Design countdown_timer, sky130hd; sources not shown.
Fig. 1: signal wires on met1
Bar = 20 um.
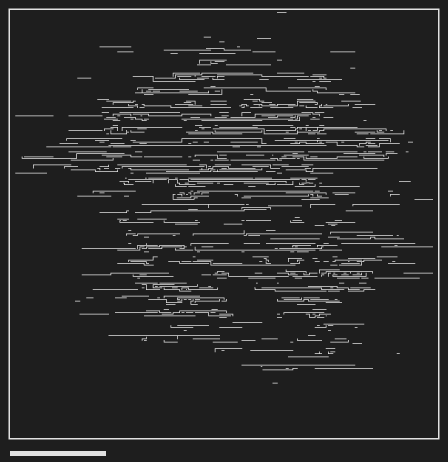
The wires run mostly horizontal. The longest straight run is 45.1 um. The layer carries 2640 um of wire.
met1 Resource Use GR: 0.2069
total length of routed wires: 5174 um

Fig. 2: routing congestion
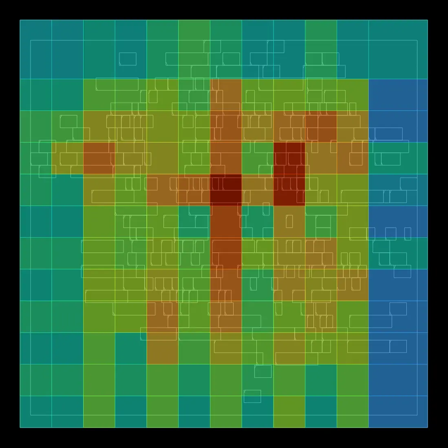
met3 usage: 0.02146
Overall Global Routing Usage: 0.1373

Fig. 3: cell area per tile
Bar = 20 um. 9 x 9 tiles, from black (low) to pale yellow (high), 0 to 100% covered.
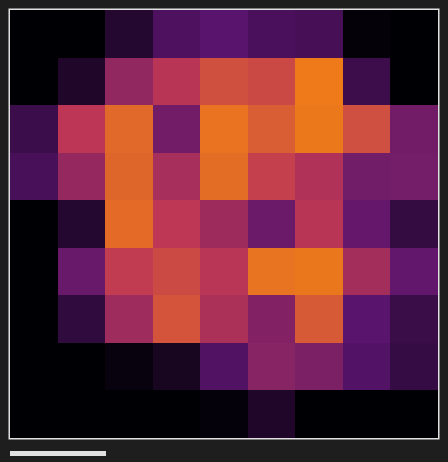
The emptiest ninth of the die: bottom left. The fullest tile reaches 70%. The densest ninth of the die: middle. The mean over all tiles is 29%. 24% of the tiles are nearly empty.
Util after Layout: 0.3517
starting density of the core: 0.2614
area of the placeable core: 6869 sq um

Fig. 4: wiring heat map
Bar = 20 um. 18 x 18 tiles, from black (low) to pale yellow (high), scaled to the fullest tile. Values are wire area over tile area, all layers added.
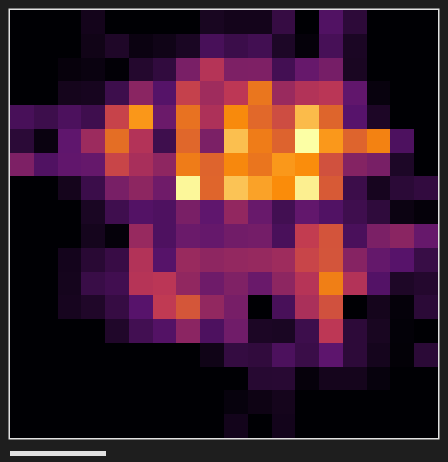
13% of the tiles are over half the peak. The densest ninth of the die: middle. The mean over all tiles is 0.10. The fullest tile reaches 0.50. 34% of the tiles are nearly empty. The emptiest ninth of the die: bottom left.
mean routed wirelength per cell: 15.13 um
total vias in the final route: 1777

==> results.cfg <==
; yosys + openroad results
[clock_network]
cts-htree-levels = 1
post-cts-setup-buffers = 4
max_clock_buf_depth = 2

[yosys]
flop_cell = sky130_fd_sc_hd__dfrtp_1
edf_count = 0
syn_area_sq_um = 1795
synth.top_cells.by_count = 24 x sky130_fd_sc_hd__dfrtp_1, 16 x sky130_fd_sc_hd__nand2_1, 16 x sky130_fd_sc_hd__nor2_1
chip_area_in_the_yosys_report_sq_um = 1795

[die]
die_area_sq_um = 7876
fp.dieH_um = 88.75
floorplan.io_pins = 26

[global_routing]
grt-busiest-layer = met1
grt_antenna_before_repair = 0
grt_pass1_wl_um = 8542

[worst_setup_path]
critical_path.max_fanout = 6
timing.critical_path.required_ns = 2.65

[finish]
area_growth_syn_to_layout_pct = 34.56
layout.cells.most_common_list = 23 x sky130_fd_sc_hd__dfrtp_1, 16 x sky130_fd_sc_hd__nand2_1, 16 x sky130_fd_sc_hd__nor2_1
final_common_cell = sky130_fd_sc_hd__dfrtp_1

[timing]
setup_ws_ns = -0.07611
setup_violations_final = 16
max-slew-margin-rel = 0.3388

[status]
violations_in_the_final_reports = setup timing
run_status = complete, but fails checks

[place]
dp_hpwl_um = 3650
## metal layers
metal	vias up	part of all wire
met5	-	0
met2	41	0.44
met1	879	0.51
li1	855	-
met4	0	0.0068
met3	2	0.043
## logic make-up (layout without fill, tap and decap cells)
family          count (synthesis)  after routing  share of synthesized area
fa+ha+maj                       8              8                    0.05575
flops                          24             24                     0.3345
buf+inv                        24             62                    0.05923
compound gates                 68             68                     0.2641
mux                             5              5                    0.03345
simple gates                   79             79                     0.2530
## metrics by stage
stage | util | std cells | setup TNS, ns | total power, W | setup slack (ns)
after floorplan | - | 208 | 0 | 0.001608 | 0.007343
after global placement | 0.3144 | 328 | -8.961 | 0.002094 | -0.5402
after detailed placement | 0.3151 | 329 | -7.239 | 0.002101 | -0.4361
after CTS | 0.3368 | 337 | -1.167 | 0.002574 | -0.1215
after global routing | 0.3517 | 342 | -2.182 | 0.002885 | -0.1486
final | 0.3517 | 342 | -0.7968 | 0.002673 | -0.07611
## final cells by class
type | count | area (sq um)
timing repair buffer | 36 | 327.8
tap | 96 | 120.1
clock buffer | 3 | 75.07
inverter | 12 | 45.04
fill | 711 | 4453
sequential | 24 | 601.8
buffer | 10 | 65.06
multi-input combinational | 160 | 1177
clock inverter | 1 | 3.754
## worst max-delay path, cell delays in order (launching register included)
cell	delay [ns]
sky130_fd_sc_hd__dfrtp_2	0.45
sky130_fd_sc_hd__or4_4	0.61
sky130_fd_sc_hd__or4_4	0.51
sky130_fd_sc_hd__nand4_4	0.12
sky130_fd_sc_hd__a311oi_4	0.16
sky130_fd_sc_hd__or2_4	0.31
sky130_fd_sc_hd__mux2_4	0.30
## where the power goes
group	leakage, nW	switching [W]	internal (W)
clock network	0.0385	0.000145	0.000214
logic	0.631	0.000884	0.000773
registers	0.327	0.000162	0.000495
Power and IR drop assume default switching activity.
